$ cat src/rtl/pipeline_if_stage.sv
// Instruction fetch stage: owns the fetch PC, keeps one instruction-memory request
// in flight, and fills the IF/ID register, with a one-entry buffer for decode stalls.
module pipeline_if_stage #(
   parameter logic [63:0] RESET_PC = 64'h0,
   parameter logic [31:0] NOP_INST = 32'h00000013
) (
   input  logic        clk,
   input  logic        reset,
   input  logic        stall_IF,
   input  logic        redirect,
   input  logic [63:0] redirect_pc,
   output logic        imem_req,
   output logic [63:0] imem_addr,
   input  logic        imem_rvalid,
   input  logic [31:0] imem_rdata,
   output logic [31:0] instruction_ID,
   output logic [63:0] pc_ID,
   output logic        valid_ID
);

   localparam logic [1:0] ST_ISSUE = 2'd0;
   localparam logic [1:0] ST_WAIT  = 2'd1;
   localparam logic [1:0] ST_DRAIN = 2'd2;
   localparam logic [1:0] ST_FULL  = 2'd3;

   logic [1:0]  state_reg, state_next;
   logic [63:0] fetch_pc_reg, fetch_pc_next;
   logic [31:0] buf_inst_reg, buf_inst_next;
   logic [63:0] buf_pc_reg, buf_pc_next;
   logic [31:0] inst_reg, inst_next;
   logic [63:0] pc_reg, pc_next;
   logic        valid_reg, valid_next;

   logic [63:0] target_pc;
   logic [63:0] pc_plus4;
   logic        slot_free;

   assign target_pc = redirect_pc & ~64'h3;
   assign pc_plus4  = fetch_pc_reg + 64'd4;
   assign slot_free = !valid_reg || !stall_IF;

   assign imem_req       = (state_reg == ST_ISSUE) && !redirect && !reset;
   assign imem_addr      = fetch_pc_reg;
   assign instruction_ID = inst_reg;
   assign pc_ID          = pc_reg;
   assign valid_ID       = valid_reg;

   always_comb begin
      state_next    = state_reg;
      fetch_pc_next = fetch_pc_reg;
      buf_inst_next = buf_inst_reg;
      buf_pc_next   = buf_pc_reg;
      pc_next       = pc_reg;
      // Without a load, a stalled decode keeps its instruction; otherwise it sees a bubble.
      if (stall_IF) begin
         inst_next  = inst_reg;
         valid_next = valid_reg;
      end else begin
         inst_next  = NOP_INST;
         valid_next = 1'b0;
      end

      case (state_reg)
         ST_ISSUE: begin
            if (redirect) begin
               fetch_pc_next = target_pc;
            end else begin
               state_next = ST_WAIT;
            end
         end
         ST_WAIT: begin
            if (redirect) begin
               fetch_pc_next = target_pc;
               state_next    = imem_rvalid ? ST_ISSUE : ST_DRAIN;
            end else if (imem_rvalid) begin
               fetch_pc_next = pc_plus4;
               if (slot_free) begin
                  inst_next  = imem_rdata;
                  pc_next    = fetch_pc_reg;
                  valid_next = 1'b1;
                  state_next = ST_ISSUE;
               end else begin
                  buf_inst_next = imem_rdata;
                  buf_pc_next   = fetch_pc_reg;
                  state_next    = ST_FULL;
               end
            end
         end
         ST_DRAIN: begin
            // The stale response still owes us a strobe before a new request may go out.
            if (redirect) begin
               fetch_pc_next = target_pc;
            end
            if (imem_rvalid) begin
               state_next = ST_ISSUE;
            end
         end
         default: begin
            if (redirect) begin
               fetch_pc_next = target_pc;
               state_next    = ST_ISSUE;
            end else if (!stall_IF) begin
               inst_next  = buf_inst_reg;
               pc_next    = buf_pc_reg;
               valid_next = 1'b1;
               state_next = ST_ISSUE;
            end
         end
      endcase

      if (redirect) begin
         inst_next  = NOP_INST;
         valid_next = 1'b0;
         pc_next    = pc_reg;
      end
   end

   always_ff @(posedge clk) begin
      if (reset) begin
         state_reg    <= ST_ISSUE;
         fetch_pc_reg <= RESET_PC;
         buf_inst_reg <= 32'd0;
         buf_pc_reg   <= 64'd0;
         inst_reg     <= NOP_INST;
         pc_reg       <= 64'd0;
         valid_reg    <= 1'b0;
      end else begin
         state_reg    <= state_next;
         fetch_pc_reg <= fetch_pc_next;
         buf_inst_reg <= buf_inst_next;
         buf_pc_reg   <= buf_pc_next;
         inst_reg     <= inst_next;
         pc_reg       <= pc_next;
         valid_reg    <= valid_next;
      end
   end

endmodule

$ cat config.mk
export PLATFORM = sky130hd
export DESIGN_NAME = pipeline_if_stage
export DESIGN_NICKNAME = d
export VERILOG_FILES = /design/src/rtl/pipeline_if_stage.sv
export SDC_FILE = /design/constraint.sdc
export NUM_CORES = 1
export LEC_CHECK = 0
export ABC_CLOCK_PERIOD_IN_PS = 2800
export CORE_UTILIZATION = 35
export CTS_BUF_LIST = sky130_fd_sc_hd__clkbuf_4 sky130_fd_sc_hd__clkbuf_8 sky130_fd_sc_hd__clkbuf_16
export DETAILED_ROUTE_END_ITERATION = 10
export HOLD_SLACK_MARGIN = 0.03
export PLACE_DENSITY = 0.57
export SLEW_MARGIN = 20
export SYNTH_ARGS = -nofsm -noshare
export SYNTH_HDL_FRONTEND = slang
export SYNTH_SLANG_ARGS = --single-unit
$ cat constraint.sdc
create_clock -name clk -period 2.8 [get_ports clk]
set_clock_uncertainty 0.15 [all_clocks]
set_input_delay 0.56 -clock clk [delete_from_list [all_inputs] [get_ports clk]]
set_output_delay 0.56 -clock clk [all_outputs]
set_load 0.02 [all_outputs]
==> flow_summary.json, run 1 <==
{
  "cts_hold_buf": 0,
  "path_cells": "nand4_4 > or4_4 > or4_1 > or4_1 > nand3_1",
  "r2r_end": "imem_addr[35]",
  "cts.path.max_buffers": 3,
  "drc": 0,
  "worstMarginPinSlew_ns": 0.9243,
  "crit_path_max_incr_delay_ns": 0.60,
  "fin_ws_ns": 0.2261,
  "yosysChipArea_um2": 11440,
  "status": "finished, final reports clean",
  "route.met2.wl_mm": 17.98,
  "synth_cells": 1515,
  "final_max_slew_viol_count": 0,
  "grt_max_degree": 100,
  "globalRouteOverflowTotal": 0,
  "wl_met3_mm": 2.567,
  "clk-power_mw": 3.84,
  "clkPwrFrac_pct": 43.6,
  "fin_cells": 2225,
  "synthArstFlopShare_pct": 0,
  "fin_crit_sh_pct": 91.93,
  "maxPowerGroup": "clock",
  "netlist_area_um2": 11440,
  "syn_avg_cell_area_um2": 7.549,
  "drtIter0Drc": 753,
  "end_kind": "flop",
  "h-tree-depth": 1
}
==> run 1: synth_stat cells, types with 4 or more instances <==
cell	count	share of area, %
a31oi_1	35	1.9
clkbuf_2	4	0.18
nand4_1	34	1.9
and4_1	11	0.84
a211oi_1	17	1.1
nor3_1	18	0.79
a211o_1	4	0.31
nand3_1	58	2.5
xnor2_1	11	0.84
and3_1	13	0.71
o21ai_0	26	1.1
buf_2	6	0.26
clkbuf_1	121	4.0
nor4_1	12	0.66
or2_2	5	0.27
a21oi_1	125	5.5
buf_1	10	0.33
or3_1	15	0.82
buf_4	4	0.26
and2_1	4	0.22
nor2_1	109	3.6
dfxtp_1	253	44
mux2i_1	4	0.35
a311oi_1	66	5.1
nor2b_1	5	0.27
nand2_1	434	14
o311ai_0	8	0.61
o211ai_1	16	1.1
xor2_1	9	0.69
inv_1	13	0.43
or4_1	17	1.1
==> run 1: worst max-delay path: cells and delay by family, from the launching register on <==
kind / cells / cell delay [ns]
AND/OR/NAND/NOR: 5 / 1.97
flip-flops: 1 / 0.40
==> run 1: layout make-up <==
cell class / count / area, um2
Inverter: 13 / 48.80
Clock inverter: 7 / 93.84
Timing Repair Buffer: 363 / 3477
Fill cell: 3175 / 15970
Sequential cell: 253 / 5065
Antenna cell: 3 / 7.507
Tap cell: 435 / 544.3
Clock buffer: 44 / 875.8
Multi-Input combinational cell: 1107 / 5797
==> run 1: worst max path at each step <==
stage / startpoint / to / slack [ns] / cells past startpoint
after global routing: state_reg[0] / imem_addr[50] / 0.08 / 6
after floorplan: imem_addr[9] / imem_addr[60] / 0.17 / 9
after detailed placement: imem_rvalid / buf_pc_reg[22] / -0.09 / 6
after CTS: state_reg[0] / imem_req / 0.10 / 2
after global placement: imem_rvalid / buf_pc_reg[20] / -0.1 / 6
final: imem_addr[6] / imem_addr[35] / 0.23 / 5
**Run 1: met3 routing**

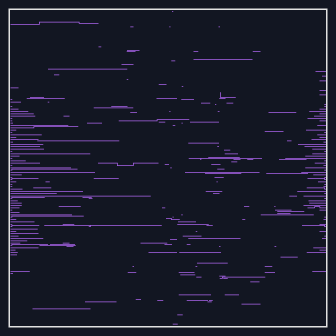
share of all routed wire: 6.5%
main direction: horizontal
wire length on this layer: 2570 um
nets with wire on the layer: 208
longest straight run: 80.7 um
vias: 11.81k
wirelength, routed: 39.48 mm
grt met3 use: 4.508%

**Run 1: wire density map**

The die is cut into 37 by 37 equal tiles; black is low, pale yellow is high, scaled to the fullest tile. Values are wire area over tile area, all layers added.
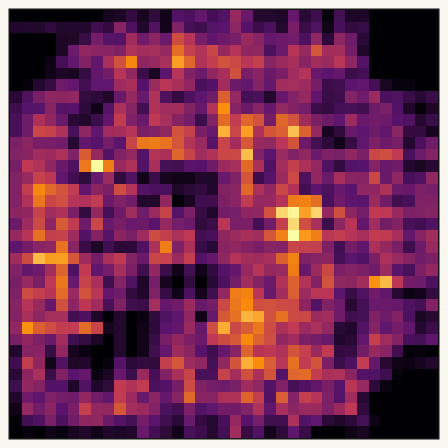
nearly empty tiles: 8.3%
mean over tiles: 0.19
tiles over half the peak: 16%
WL/cell: 17.74 um
total track usage: 23.24%

**Run 1: placement view**

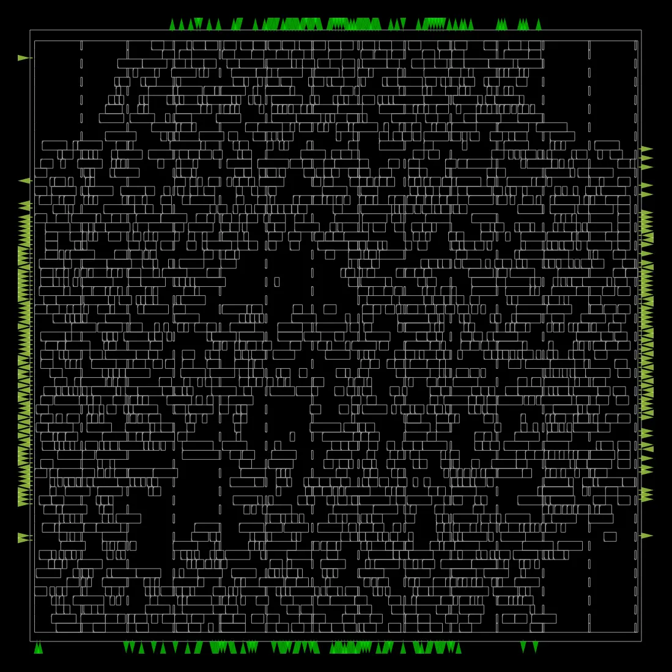
fin util: 49.90%
Core Footprint: 31880 um2
fillers: 3175
tap cell count: 435

**Run 1: wires at chosen ports, followed through buffers**

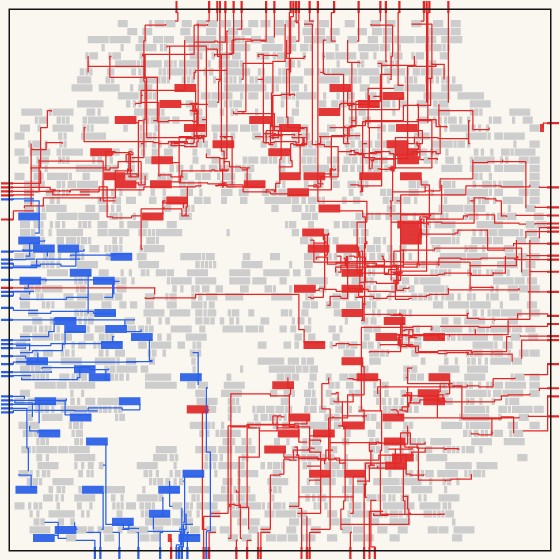
| colour | port | bits | direction | edge | end cells | buffers | wire |
|---|---|---|---|---|---|---|---|
| blue | instruction_ID | 32 | output | 22 left, 10 bottom | 32 | 32 | 1110 um |
| red | imem_addr | 64 | output | 24 top, 20 right, 14 bottom, 6 left | 64 | 111 | 6500 um |
# IOs: 263
PortBufs: 256

--- run 2 (diff from run 1) ---
--- a/config.mk
+++ b/config.mk
@@ -9,6 +9,7 @@
 export CORE_UTILIZATION = 35
 export CTS_BUF_LIST = sky130_fd_sc_hd__clkbuf_4 sky130_fd_sc_hd__clkbuf_8 sky130_fd_sc_hd__clkbuf_16
 export DETAILED_ROUTE_END_ITERATION = 10
+export GPL_ROUTABILITY_DRIVEN = 0
 export HOLD_SLACK_MARGIN = 0.03
 export PLACE_DENSITY = 0.57
 export SLEW_MARGIN = 20
**Run 2: placement view**

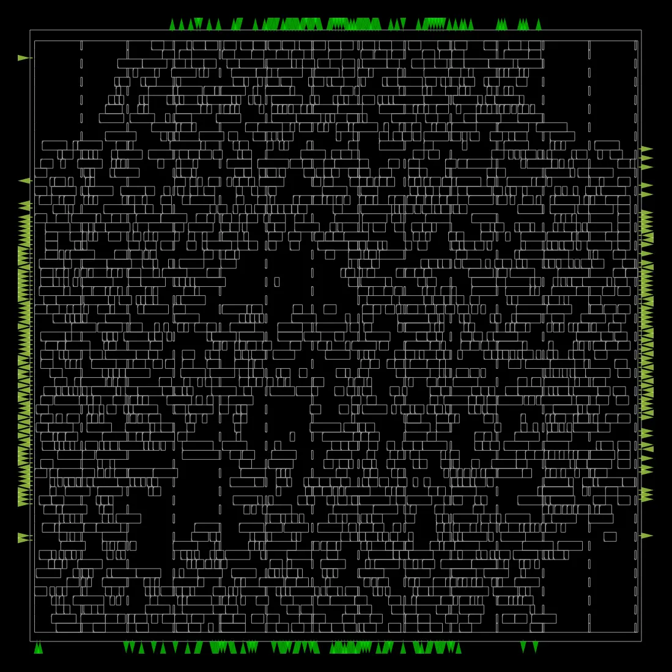
fraction of area in registers: 31.84%
Layout Cells excl Fill: 2225
seq_cells: 253

**Run 2: wire density map**

The die is cut into 37 by 37 equal tiles; black is low, pale yellow is high, scaled to the fullest tile. Values are wire area over tile area, all layers added.
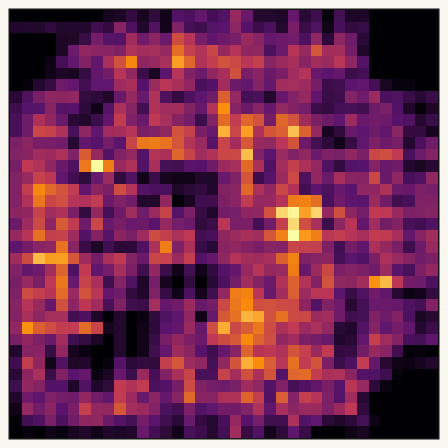
tiles over half the peak: 16%
fullest tile: 0.62
nearly empty tiles: 8.3%
mean over tiles: 0.19

**Run 2: register map, names as in the netlist**

Other sequential cells in the stronger grey, the rest of the logic in the fainter grey.
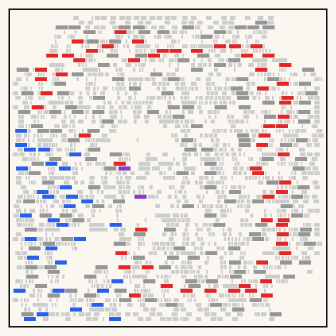
| colour | netlist name | placed flops |
|---|---|---|
| blue | instruction_ID | 32 |
| purple | state_reg | 2 |
| red | buf_pc_reg | 62 |
not coloured: 157
sequential power: 3.80 mW
register area: 5065 um2

==> run 2 against run 1 <==
Power unchanged. First-iteration DRC count stayed put. Design area stayed put. Routed wire length unchanged. Hold slack stayed put. Register-to-register slack about the same. Cell count is the same. Highest routed layer unchanged. Critical endpoint unchanged. Clock power about the same. Non-clock buffer count is the same. Maximum frequency did not move. Critical path type unchanged. Sequential power barely moved.
==> flow_summary.json, run 2 <==
{
  "critPathCapture": "imem_addr[35]",
  "ys_top_cells_by_count": "nand2_1, dfxtp_1, a21oi_1, clkbuf_1, nor2_1",
  "final_util_pct": 49.90,
  "status": "finished, final reports clean",
  "yosysMostFrequentCell": "nand2_1",
  "crit_path_max_incr_delay_ns": 0.60,
  "wl_per_cell_um": 17.74,
  "h-tree-depth": 1,
  "core-area_um2": 31880,
  "synth_cells": 1515,
  "end_kind": "flop",
  "vias": 11810,
  "portBuffers": 256,
  "worstSetupStartpoint": "imem_addr[6]",
  "grt.total_usage_pct": 23.24,
  "cts_hold_buf": 0,
  "drc": 0,
  "worstMarginPinSlew_ns": 0.9243,
  "grt_max_degree": 100,
  "ios": 263,
  "drtIter0Drc": 753,
  "final_max_slew_viol_count": 0,
  "fin_crit_sh_pct": 91.93,
  "cp_num_buf_inv": 0,
  "nFillCells": 3175,
  "clkPwrFrac_pct": 43.6,
  "r2r_end": "imem_addr[35]",
  "synth_area_leader_cell": "dfxtp_1",
  "area_leaders": "dfxtp_1, nand2_1, a21oi_1",
  "synthArstFlopShare_pct": 0,
  "top_area_share_pct": 44.28,
  "path_depth": 5,
  "syn_avg_cell_area_um2": 7.549
}
## run 2: cell counts in the layout (fill, tap and decap cells not counted)
Identical to the previous run, type by type.
## run 2: per-stage QoR
stage,std cells,setup WS (ns)
final,2225,0.2261
after global placement,2170,-0.09955
after detailed placement,2170,-0.08609
after global routing,2225,0.07741
after CTS,2221,0.1022
after floorplan,1518,0.1698
## run 2: layer usage
metal  vias to the layer above  GRT usage, %  part of all wire [%]
met5                         -             0                 0.028
met4                         2         7.233                   2.3
met3                        58         4.508                   6.5
met2                       361         36.84                    46
met1                      5575         31.82                    46
li1                       5812             -                     -
## run 2: cell type report
| type | instances | area share, % |
|---|---|---|
| antenna | 3 | 0.04719 |
| clock buffer | 44 | 5.505 |
| clock inverter | 7 | 0.5899 |
| inverter | 13 | 0.3067 |
| multi-input combinational | 1107 | 36.44 |
| sequential | 253 | 31.84 |
| tap | 435 | 3.421 |
| timing repair buffer | 363 | 21.86 |
## run 2: timing repair
action,4_1_cts,5_1_grt
buffers inserted,0,0
endpoints found under the setup margin,0,1
resized,0,1
## run 2: power groups by stage
stage / Clock [mW] / Sequential (mW) / Combinational [mW]
6_report: 3.84 / 3.80 / 1.17
5_1_grt: 4.08 / 3.81 / 1.26
4_1_cts: 3.93 / 3.79 / 1.18
3_5_place_dp: 0 / 3.87 / 1.17
3_3_place_gp: 0 / 3.87 / 1.17
2_1_floorplan: 0 / 4.00 / 0.416
## run 2: logic make-up after synthesis
kind of cell | Yosys count | share of synthesized area (%)
AOI/OAI and AO/OA | 325 | 18.86
xor gates and xnor gates | 20 | 1.532
adders and majority gates | 1 | 0.1094
buffers and inverters | 158 | 5.426
DFF | 253 | 44.28
muxes | 5 | 0.4485
other | 1 | 0.03279
and+or+nand+nor | 752 | 29.31
Power is estimated from default activity; no workload was simulated.
